Design fetch_decode, sky130hd; sources not shown.
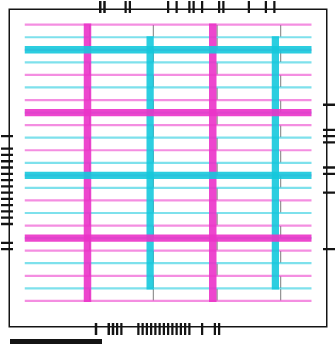
*Power grid*
Scale bar: 20 um. Pins as bars on the die edge. Tap cells in grey.
| net | colour |
|---|---|
| VSS | magenta |
| VDD | cyan |
rows: 22
met5 straps: 4
met4 straps: 4
met1 rails: 23
peak supply drop: 0.598 mV
Core Area: 3720 um2

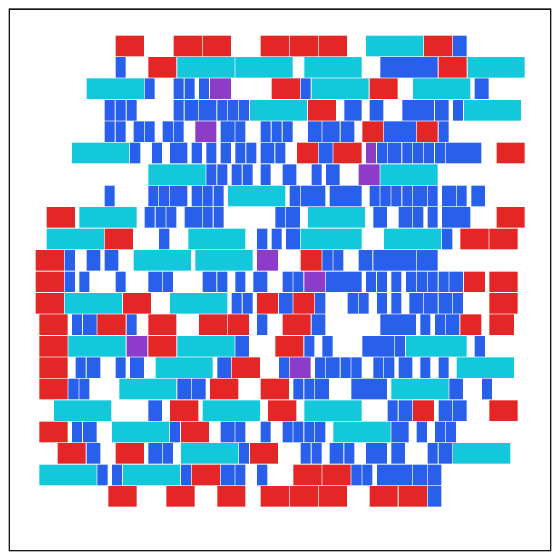
*Placed cells, one colour a class*
| class | colour | cells |
|---|---|---|
| other buffers and delay cells | red | 68 |
| all other logic | blue | 225 |
| clock drivers and dummy loads | purple | 8 |
| flops | cyan | 40 |
Final Cell Area: 2630 um2
final design utilization: 70.8%
Rows: 22
flop share of the area: 30.5%

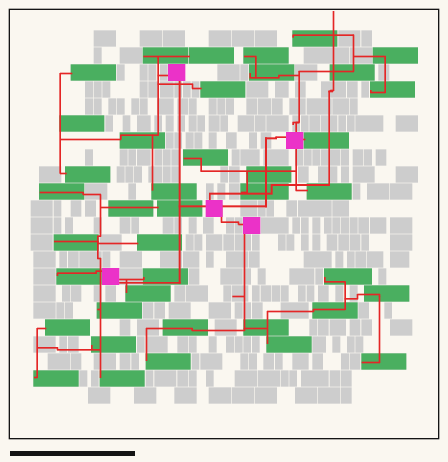
*Clock wires, drivers and flops*
Scale bar: 20 um.
[cells driving clock nets] magenta | count: 5
[clock wires] red | length: 502 um
[flip-flops] green | count: 40
routed clock nets: 6
Late-Pin Clk Latency: 0.35 ns
P_clk: 0.433 mW
clock power share: 23.6%

==> results.py <==
# Flow results
metrics = {
    "sta": {
        "relSlewSlack_pct": 75.7,
        "setup_tns_ns": 0,
        "finalCriticalPeriod_ns": 1.84,
    },
    "drt": {
        "wl_per_cell_um": 12.2,
        "drc": 0,
        "drt-total-wl_um": 4750,
        "vias": 1910,
        "postRouteAntennaNets": 0,
        "dr.pass1.iters": 4,
    },
    "clock_tree": {
        "cts-root-buf": "clkbuf_4",
        "cts_tree": "done",
        "ctsHoldBuffers": 0,
        "clk_pin_slew_worst_paths_ns": 0.12,
        "clk_path_buf_depth": 2,
        "cts.sinks": 40,
        "numCtsBuffers": 5,
        "htree_levels": 2,
    },
    "place": {
        "port_buffers": 58,
        "routabilityCongestion": 0.819,
    },
    "run_status": {
        "outcome": "complete, no violations",
    },
    "setup_path": {
        "critPathBufInv": 1,
        "crit_required_ns": 1.42,
        "critical_path.max_fanout": 6,
        "setup.worst_path.class": "reg2out",
        "critical_path.cell_chain": "clkdlybuf4s50_1",
        "end_kind": "output pin",
        "slowest_delay_ns": 0.55,
    },
    "logic_synthesis": {
        "yosysUniqueCellTypes": 22,
        "synth_top_area_share_pct": 42.8,
        "syn_avg_cell_area_um2": 6.91,
        "fp_nets": 297,
        "yosysCellCount": 271,
        "yosys_warnings": 0,
        "synthCells": 271,
    },
    "global_routing": {
        "grt_use_total_pct": 20.8,
        "grt_pass1_wl_um": 7310,
        "overflow": 0,
    },
    "power": {
        "total_power_mw": 1.84,
        "p_per_area_nw_per_um2": 699,
    },
    "final_layout": {
        "drive_above_1_share_pct": 8.21,
        "largest_reg_flops": 16,
        "mostFrequentLayoutCell": "clkdlybuf4s50_1",
        "nNetsFinal": 366,
        "area_delta_synth_final_pct": 40.4,
    },
    "die": {
        "die_w_um": 68.5,
        "die_y_um": 68.5,
    },
    "min_path": {
        "holdCritPathClass": "reg2reg",
    },
    "run": {
        "warning_count": 29,
    },
}
-- stage by stage --
stage	hold WS (ns)	utilization [%]	std cells	instance area, um2	worst slack, ns
2_1_floorplan	0.360	-	271	1870	0.410
3_3_place_gp	0.355	68.2	377	2530	0.0907
3_5_place_dp	0.369	68.2	377	2530	0.0499
4_1_cts	0.398	70.2	387	2610	0.0607
5_1_grt	0.430	70.8	389	2630	0.000895
6_report	0.393	70.8	389	2630	0.0624
-- power by group --
part,internal [mW],leakage (nW),switching [mW]
combinational,0.238,0.777,0.206
sequential,0.913,0.327,0.0492
clock,0.140,0.0249,0.294
total,1.29,1.13,0.549
-- per-layer routing --
layer  track usage, %  wire, um  vias to the layer above
met4             7.44        59                        0
met2             35.2      2360                       50
met1             25.1      2020                      860
li1                 -         -                      993
met3             5.58       316                        7
met5                0         0                        -
-- cell families after synthesis --
| logic type | count (synthesis) | synth area share, % |
|---|---|---|
| fa+ha+maj | 6 | 4.01 |
| simple gates | 134 | 31.2 |
| buf+inv | 42 | 8.48 |
| compound gates | 48 | 13.1 |
| flops | 40 | 42.8 |
| xor+xnor | 1 | 0.468 |
-- synthesized netlist by cell type, drive strengths merged --
library cell / n
a21oi: 16
and3: 1
buf: 1
clkbuf: 5
dfxtp: 40
ha: 6
inv: 36
nand2: 53
nand3: 11
nand4: 5
nor2: 61
nor3: 3
o21a: 2
o21ai: 30
xor2: 1
-- what timing repair did --
action | 4_1_cts | 5_1_grt
setup buffers | 2 | 2
pin swaps | 0 | 1
hold endpoints to repair | 0 | 0
cloned | 0 | 0
gates resized | 4 | 1
setup endpoints to repair | 1 | 2
-- final cells by class --
cell class | instances | area [um2]
Clock buffer | 5 | 37.5
Clock inverter | 3 | 18.8
Fill cell | 308 | 1090
Inverter | 36 | 135
Multi-Input combinational cell | 189 | 921
Sequential cell | 40 | 803
Tap cell | 48 | 60.1
Timing Repair Buffer | 68 | 654
Power and IR drop assume default switching activity.
